--- src/rtl/fft_pkg.sv ---
// fft_pkg: shared constants and types for the FFT sequencer.
// Holds FSM state encoding, size defaults and the OP_CUSTOM0 opcode.
package fft_pkg;

   localparam int MAX_LOG2N_DEF = 10;
   localparam int ELEM_BYTES_DEF = 4;

   // Must stay in sync with OP_CUSTOM0 in opcodes.vh.
   localparam logic [6:0] OP_CUSTOM0 = 7'b0001011;

   typedef enum logic [1:0] {
      IDLE  = 2'd0,
      ISSUE = 2'd1,
      WAIT  = 2'd2,
      DONE  = 2'd3
   } fft_state_t;

endpackage

--- src/rtl/fft_addr_gen.sv ---
// fft_addr_gen: butterfly operand addresses and twiddle index.
// Ports: s, b, log2n, base in; addr_a, addr_b, tw_idx out (comb).
module fft_addr_gen
   import fft_pkg::*;
#(
   parameter int MAX_LOG2N = MAX_LOG2N_DEF,
   parameter int ADDR_W = 32,
   parameter int ELEM_BYTES = ELEM_BYTES_DEF
) (
   input  logic [3:0]           s,
   input  logic [MAX_LOG2N-2:0] b,
   input  logic [3:0]           log2n,
   input  logic [ADDR_W-1:0]    base,
   output logic [ADDR_W-1:0]    addr_a,
   output logic [ADDR_W-1:0]    addr_b,
   output logic [MAX_LOG2N-2:0] tw_idx
);

   localparam logic [MAX_LOG2N-1:0] N_ONE = 1;

   logic [MAX_LOG2N-1:0] b_w;
   logic [MAX_LOG2N-1:0] half;
   logic [MAX_LOG2N-1:0] pos;
   logic [MAX_LOG2N-1:0] idx_a;
   logic [MAX_LOG2N-1:0] idx_b;
   logic [3:0]           tw_sh;

   assign b_w = {1'b0, b};
   assign half = N_ONE << s;
   assign pos = b_w & (half - N_ONE);

   // Group number selects the 2*half block, pos the offset inside it.
   assign idx_a = ((b_w >> s) << (s + 4'd1)) | pos;
   assign idx_b = idx_a + half;

   // pos < half <= N/2, so it always fits the narrower index.
   assign tw_sh = log2n - 4'd1 - s;
   assign tw_idx = pos[MAX_LOG2N-2:0] << tw_sh;

   assign addr_a = base
      + ADDR_W'(idx_a) * ADDR_W'(ELEM_BYTES);
   assign addr_b = base
      + ADDR_W'(idx_b) * ADDR_W'(ELEM_BYTES);

endmodule

--- src/rtl/fft_sequencer.sv ---
// fft_sequencer: walks stages/butterflies of an in-place radix-2 FFT.
// Ports: clk, rst_n; fft_start/base/log2n in; fft_busy/done/err out;
//        bf_valid/addr_a/addr_b/tw_idx out, bf_ready/bf_done in.
module fft_sequencer
   import fft_pkg::*;
#(
   parameter int MAX_LOG2N = MAX_LOG2N_DEF,
   parameter int ADDR_W = 32,
   parameter int ELEM_BYTES = ELEM_BYTES_DEF
) (
   input  logic                 clk,
   input  logic                 rst_n,
   input  logic                 fft_start,
   input  logic [ADDR_W-1:0]    fft_base,
   input  logic [3:0]           fft_log2n,
   output logic                 fft_busy,
   output logic                 fft_done,
   output logic                 fft_err,
   output logic                 bf_valid,
   input  logic                 bf_ready,
   output logic [ADDR_W-1:0]    bf_addr_a,
   output logic [ADDR_W-1:0]    bf_addr_b,
   output logic [MAX_LOG2N-2:0] bf_tw_idx,
   input  logic                 bf_done
);

   localparam logic [3:0] MAX_L = 4'(MAX_LOG2N);
   localparam logic [MAX_LOG2N-1:0] N_ONE = 1;
   localparam logic [MAX_LOG2N-2:0] B_ONE = 1;

   fft_state_t           state;
   fft_state_t           state_n;
   logic [3:0]           s;
   logic [3:0]           s_n;
   logic [MAX_LOG2N-2:0] b;
   logic [MAX_LOG2N-2:0] b_n;
   logic [ADDR_W-1:0]    base_r;
   logic [ADDR_W-1:0]    base_n;
   logic [3:0]           log2n_r;
   logic [3:0]           log2n_n;
   logic                 err_n;

   logic [MAX_LOG2N-1:0] n_half;
   logic                 b_last;
   logic                 s_last;
   logic [ADDR_W-1:0]    ag_a;
   logic [ADDR_W-1:0]    ag_b;
   logic [MAX_LOG2N-2:0] ag_tw;

   fft_addr_gen #(
      .MAX_LOG2N  (MAX_LOG2N),
      .ADDR_W     (ADDR_W),
      .ELEM_BYTES (ELEM_BYTES)
   ) u_addr_gen (
      .s      (s),
      .b      (b),
      .log2n  (log2n_r),
      .base   (base_r),
      .addr_a (ag_a),
      .addr_b (ag_b),
      .tw_idx (ag_tw)
   );

   assign n_half = N_ONE << (log2n_r - 4'd1);
   assign b_last = ({1'b0, b} == (n_half - N_ONE));
   assign s_last = (s == (log2n_r - 4'd1));

   always_ff @(posedge clk or negedge rst_n) begin
      if (!rst_n) begin
         state   <= IDLE;
         s       <= '0;
         b       <= '0;
         base_r  <= '0;
         log2n_r <= '0;
         fft_err <= 1'b0;
      end else begin
         state   <= state_n;
         s       <= s_n;
         b       <= b_n;
         base_r  <= base_n;
         log2n_r <= log2n_n;
         fft_err <= err_n;
      end
   end

   always_comb begin
      state_n = state;
      s_n     = s;
      b_n     = b;
      base_n  = base_r;
      log2n_n = log2n_r;
      err_n   = fft_err;
      unique case (state)
         IDLE: begin
            if (fft_start) begin
               base_n  = fft_base;
               log2n_n = fft_log2n;
               err_n   = 1'b0;
               s_n     = '0;
               b_n     = '0;
               if (fft_log2n == 4'd0) begin
                  state_n = DONE;
               end else if (fft_log2n > MAX_L) begin
                  err_n   = 1'b1;
                  state_n = DONE;
               end else begin
                  state_n = ISSUE;
               end
            end
         end
         ISSUE: begin
            if (bf_ready) state_n = WAIT;
         end
         WAIT: begin
            if (bf_done) begin
               if (!b_last) begin
                  b_n     = b + B_ONE;
                  state_n = ISSUE;
               end else if (!s_last) begin
                  s_n     = s + 4'd1;
                  b_n     = '0;
                  state_n = ISSUE;
               end else begin
                  state_n = DONE;
               end
            end
         end
         DONE: begin
            state_n = IDLE;
         end
         default: begin
            state_n = IDLE;
         end
      endcase
   end

   assign fft_busy = (state != IDLE);
   assign fft_done = (state == DONE);
   assign bf_valid = (state == ISSUE);

   // Addresses are only meaningful while a request is offered.
   assign bf_addr_a = bf_valid ? ag_a : '0;
   assign bf_addr_b = bf_valid ? ag_b : '0;
   assign bf_tw_idx = bf_valid ? ag_tw : '0;

endmodule

--- config.mk ---
export PLATFORM = sky130hd
export DESIGN_NAME = fft_sequencer
export DESIGN_NICKNAME = d
export VERILOG_FILES = /design/src/rtl/fft_pkg.sv /design/src/rtl/fft_addr_gen.sv /design/src/rtl/fft_sequencer.sv
export SDC_FILE = /design/constraint.sdc
export NUM_CORES = 1
export LEC_CHECK = 0
export ABC_AREA = 1
export CAP_MARGIN = 20
export CORE_AREA = 2 2 110 112
export DETAILED_ROUTE_END_ITERATION = 7
export DIE_AREA = 0 0 112 114
export GPL_TIMING_DRIVEN = 0
export PLACE_DENSITY = 0.87
export SLEW_MARGIN = 20
export SYNTH_ARGS = -nofsm -noshare
export SYNTH_HDL_FRONTEND = slang
export SYNTH_SLANG_ARGS = --single-unit
--- constraint.sdc ---
create_clock -name clk -period 7.9 [get_ports clk]
set_input_delay 0.79 -clock clk [delete_from_list [all_inputs] [get_ports clk]]
set_output_delay 0.79 -clock clk [all_outputs]
set_load 0.01 [all_outputs]
**Run 1: local utilization**

Bar = 20 um. 11 x 11 tiles, from white (low) to dark blue (high), 0 to 100% covered.
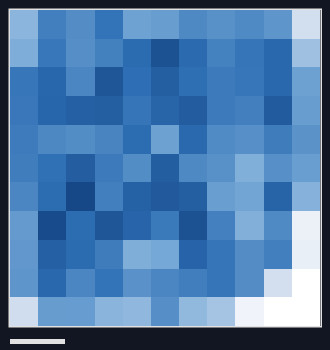
tiles over 75% full = 27%
nearly empty tiles = 2.5%
mean over tiles = 63%

**Run 1: floorplan with the power grid**

Bar = 20 um. Pins as bars on the die edge. Tap cells in gray.
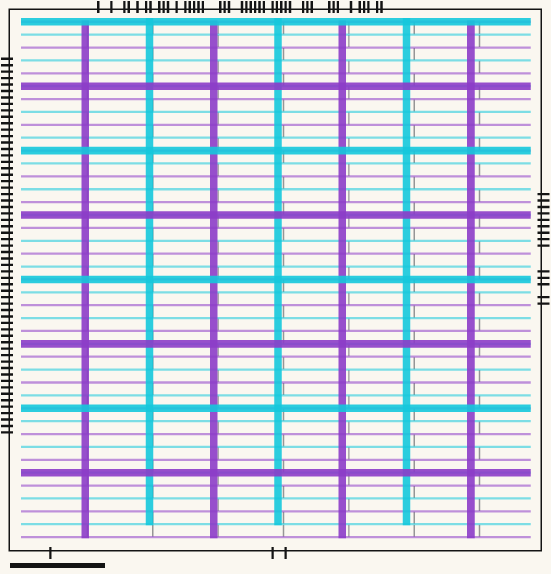
VDD -> cyan
VSS -> purple
met1 rails = 41
met5 straps = 8
tap cells = 147
Die Y: 114 um
Max VDD drop: 0.000555 V

==> results_slide.txt, run 1 <==
Run Summary

Detailed routing
  • DR WL/cell: ~15 um
  • First DRT Iteration DRCs: 710
  • Met1 Wirelength: 9.25 mm
  • Via density: 5.56
  • DR WL met2: 9.42 mm
  • First-pass DRT Iterations: 5
  • Detailed-route DRC error count: 0
  • WL met3: 1.64 mm

Job
  • Max Cap Viol: 0
  • Tool warning count: 37

Yosys
  • Synthesized Nets: 1,190
  • Syn Inst Count: about 1,100
  • Post-synthesis average cell area: 6.11 um^2
  • Ys flop type: dfrtp_1
  • Post-synthesis sequential area ratio: 19.4%
  • Cell accounting for the most synthesized area: dfrtp_1
  • Mapped Area: 6700 um^2
  • EDFF count, synth: 0

Clock network
  • Post-CTS setup buffers: 0
  • H-tree Lvls: 2
  • Worst skew pair latency: 0.30 ns
  • CTS Buf Count: 5
  • Resized cells post-CTS: 0

Final timing
  • Post-route clock period utilization: 91.8%
  • Slew headroom: between 30% and 40%

Hold path
  • Hold Crit Class: reg -> reg

Global routing
  • Congestion Overflow GR: 0
  • Initial antenna violation count: 0

Pwr
  • Power per cell area: 510 nW/um^2
  • LEAKAGE: 4.01 nW

Critical path
  • Most frequent CP cell: nand2_1
  • Setup crit end kind: output pin
  • WP data required: 7.11 ns

Die
  • Core area: 11,700 um^2

Outcome
  • Status: completed
**Run 1: I/O nets highlighted**

Bar = 20 um.
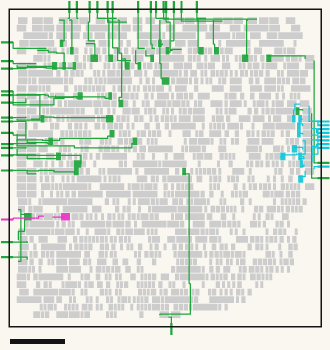
bf_done -> magenta  # direction input, end cells 1, buffers 1, wire 17.4 um
bf_addr_a -> green  # direction output, end cells 32, buffers 32, wire 969 um
bf_tw_idx -> cyan  # direction output, end cells 9, buffers 9, wire 92.3 um

run 1: registers in the layout (all words and copies together) (netlist names):
register,count
state,2
s,4
log2n_r,4
base_r,32
fft_err,1
b,9
run 1: tightest hold or removal path, stage by stage, from the launching register on:
cell and delay (ns):
dfrtp_1 0.35, nand2_1 0.05, o21ai_0 0.06
run 1: how the worst min path moves through the flow:
stage,from,to,slack [ns],cells after the start
2_1_floorplan,base_r[0],base_r[0],0.48,2
5_1_grt,fft_err,fft_err,0.55,2
6_report,fft_err,fft_err,0.49,2
3_5_place_dp,fft_err,fft_err,0.48,2
4_1_cts,fft_err,fft_err,0.50,2
3_3_place_gp,fft_err,fft_err,0.48,2
run 1: logic make-up (layout without fill, tap and decap cells):
group | after synthesis | in the layout | synth area share [%]
flops | 52 | 52 | 19.4
simple gates | 538 | 538 | 34.6
buf+inv | 187 | 312 | 10.9
mux | 17 | 17 | 2.82
fa+ha+maj | 53 | 53 | 10.3
xor+xnor | 36 | 36 | 4.71
compound gates | 213 | 213 | 17.2
run 1: area by class of cell:
cell class / instances / area [um^2] / area share, %
clock inverters: 3 / 26.3 / 0.320
plain buffers: 33 / 153 / 1.86
clock buffers: 5 / 125 / 1.52
multi-input cells: 857 / 4670 / 56.9
inverters: 154 / 578 / 7.04
flip-flops and latches: 52 / 1300 / 15.9
repair buffers: 117 / 1170 / 14.2
well taps: 147 / 184 / 2.24
run 1: synth_stat cells (all sizes together) (7+ instances only):
| master | count |
|---|---|
| clkbuf | 18 |
| xor2 | 28 |
| ha | 49 |
| nand4 | 7 |
| nand2 | 254 |
| dfrtp | 52 |
| buf | 15 |
| nor3 | 35 |
| xnor2 | 8 |
| inv | 153 |
| o21ai | 88 |
| a21oi | 90 |
| mux2 | 15 |
| nand3 | 93 |
| a31oi | 7 |
| nor2 | 137 |
run 1: routing by layer:
layer,global-route usage (%),vias up
li1,-,3835
met1,44.9,3428
met2,54.7,315
met3,3.72,33
met4,8.94,0
met5,0,-
run 1: where the power goes:
part	total (mW)	internal, mW	switching (mW)
combinational	3.46	1.35	2.11
sequential	0.497	0.372	0.126
clock	0.232	0.120	0.111
total	4.19	1.84	2.35
run 1: per-stage QoR:
step | instances | setup WS (ns) | util [%] | power (mW) | hold slack (ns)
floorplan | 1096 | 2.35 | - | 2.80 | 0.481
global placement | 1360 | 1.13 | 68.8 | 3.86 | 0.475
CTS | 1368 | 0.751 | 70.1 | 4.15 | 0.500
finish | 1368 | 0.648 | 70.1 | 4.19 | 0.494
detailed placement | 1360 | 1.10 | 68.8 | 3.90 | 0.477
global route | 1368 | 0.0503 | 70.1 | 4.61 | 0.546
**Run 1: sequential cells grouped by signal name**

Bar = 20 um. Other sequential cells in the stronger gray, the rest of the logic in the fainter gray.
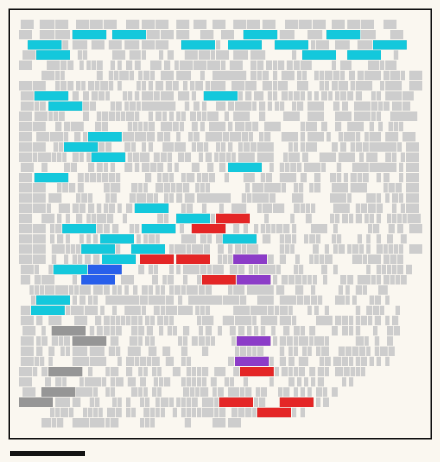

## Run 2: what changed since run 1
--- a/config.mk
+++ b/config.mk
@@ -7,11 +7,11 @@
 export LEC_CHECK = 0
 export ABC_AREA = 1
 export CAP_MARGIN = 20
-export CORE_AREA = 2 2 110 112
+export CORE_AREA = 2 2 114 116
 export DETAILED_ROUTE_END_ITERATION = 7
-export DIE_AREA = 0 0 112 114
+export DIE_AREA = 0 0 116 118
 export GPL_TIMING_DRIVEN = 0
-export PLACE_DENSITY = 0.87
+export PLACE_DENSITY = 0.81
 export SLEW_MARGIN = 20
 export SYNTH_ARGS = -nofsm -noshare
 export SYNTH_HDL_FRONTEND = slang
==> constraint.sdc (replaced) <==
create_clock -name clk -period 6.7 [get_ports clk]
set_input_delay 0.67 -clock clk [delete_from_list [all_inputs] [get_ports clk]]
set_output_delay 0.67 -clock clk [all_outputs]
set_load 0.01 [all_outputs]
**Run 2: sequential cells grouped by signal name**

Bar = 20 um. Other sequential cells in the stronger gray, the rest of the logic in the fainter gray.
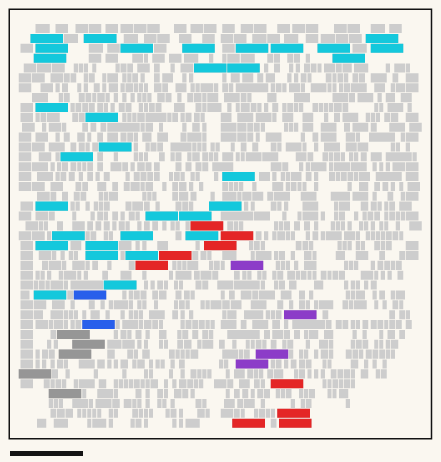
base_r -> cyan  # placed flops 32
b -> red  # placed flops 9
s -> purple  # placed flops 4, where bottom middle
state -> blue  # placed flops 2
not colored = 5
sequential cell power: 588 uW
Post-Route Utilization: 67.4%

==> results_slide.txt, run 2 <==
Run Summary

Outcome
  • Status: completed (unchanged)

Yosys
  • Ys flop type: dfrtp_1 (unchanged)
  • Top-count cell post-synth: nand2_1 (unchanged)
  • Cell accounting for the most synthesized area: dfrtp_1 (unchanged)
  • Post-synthesis average cell area: 6.11 um^2 (unchanged)
  • Synth top cells by count: 243 x nand2_1, 151 x inv_1, 125 x nor2_1 (unchanged)
  • EDFF count, synth: 0 (unchanged)
  • Syn Inst Count: 1,096 (unchanged)

Hold path
  • Hold Crit Class: in -> async (was reg -> reg)

Clock network
  • CTS Buf Count: 5 (unchanged)
  • Worst skew pair latency: 0.31 ns (was 0.30 ns)

Pwr
  • Max VDD drop: 0.000294 V (was 0.000555 V)
  • LEAKAGE: 4.11 nW (was 4.01 nW)
  • Seq pwr share: 11.7% (was 11.9%)
  • Total power: 5.03 mW (was 4.19 mW)
  • NetSw: 2.83 mW (was 2.35 mW)
  • Power per cell area: 602 nW/um^2 (was 510 nW/um^2)
  • Part of the power in combinational logic: 82.8% (was 82.6%)
  • Int Power: 2.21 mW (was 1.84 mW)
  • Net Sw Frac: 56.2% (was 56.1%)

Detailed routing
  • First-pass DRT Iterations: 8 (was 5)
  • First DRT Iteration DRCs: 724 (was 710)
  • Via density: 5.47 (was 5.56)
  • Detailed-route DRC error count: 0 (unchanged)

Die
  • Die Y: 118 um (was 114 um)

Final timing
  • Slew headroom: 32.5% (was 30.8%)
  • Slack of the critical path: 0.280 ns (was 0.648 ns)

Cells and area
  • Layout Cells excl Fill: 1,394 (was 1,368)

Placed design
  • Placed Instances: 1,385 (was 1,360)
  • Place WS: -0.0586 ns (was 1.10 ns)

Global routing
  • Initial antenna violation count: 0 (unchanged)
  • Congestion Overflow GR: 0 (unchanged)

Job
  • Tool warning count: 38 (was 37)

Critical path
  • WP data required: 6.03 ns (was 7.11 ns)
==> run 2: stage by stage <==
stage | util [%] | hold WS [ns]
after floorplan | - | 0.374
after global placement | 65.1 | 0.490
after detailed placement | 65.1 | 0.508
after CTS | 66.5 | 0.437
after global routing | 67.4 | 0.462
final | 67.4 | 0.410
==> run 2: per-layer routing <==
layer | GRT usage (%) | vias to the layer above | wire, um
met5 | 0 | - | 0
met4 | 6.18 | 0 | 310
met3 | 4.89 | 26 | 1540
met2 | 52.1 | 299 | 9890
met1 | 43.7 | 3470 | 9810
li1 | - | 3836 | -
==> run 2: final cells by class <==
cell class | count | area, um^2
inverters | 154 | 578
plain buffers | 32 | 159
multi-input cells | 857 | 4770
clock inverters | 3 | 23.8
fillers | 1214 | 4050
well taps | 172 | 215
flip-flops and latches | 52 | 1300
repair buffers | 119 | 1190
clock buffers | 5 | 125
==> run 2: kinds of logic after synthesis <==
group	Yosys count	synth area share [%]
simple gates	538	34.6
compound gates	213	17.2
buf+inv	187	10.9
fa+ha+maj	53	10.3
flops	52	19.4
xor+xnor	36	4.71
mux	17	2.82
==> run 2: power by group through the flow <==
| stage | clock (mW) | combinational, mW | sequential [mW] |
|---|---|---|---|
| floorplan | 0 | 2.76 | 0.544 |
| global placement | 0 | 3.97 | 0.588 |
| detailed placement | 0 | 4.01 | 0.593 |
| CTS | 0.279 | 4.05 | 0.587 |
| global route | 0.292 | 4.62 | 0.606 |
| finish | 0.276 | 4.17 | 0.588 |
==> run 2: worst max-delay path by stage <==
| stage | from | to | slack [ns] | cells past startpoint |
|---|---|---|---|---|
| 2_1_floorplan | s[0] | bf_addr_b[23] | 1.27 | 30 |
| 3_3_place_gp | s[0] | bf_addr_b[23] | -0.05 | 31 |
| 3_5_place_dp | s[0] | bf_addr_b[23] | -0.06 | 31 |
| 4_1_cts | s[0] | bf_addr_b[23] | 0.02 | 31 |
| 5_1_grt | s[1] | bf_addr_b[28] | -0.04 | 31 |
| 6_report | s[1] | bf_addr_b[17] | 0.28 | 31 |
==> run 2: critical path: cells and delay by family, from the launching register on <==
| kind | cells | cell delay, ns |
|---|---|---|
| AND-OR/OR-AND | 9 | 1.30 |
| XOR/XNOR | 1 | 0.15 |
| adder cells (fa/ha/maj) | 4 | 1.16 |
| buffers and inverters | 7 | 1.24 |
| flip-flops | 1 | 0.44 |
| AND/OR/NAND/NOR | 10 | 1.13 |
==> run 2: what timing repair did <==
item	CTS	global route
pin swaps	0	2
resized	12	32
setup buffers	0	2
setup endpoints to repair	17	20
No activity file was given, so power comes from the tool's default toggle rates.
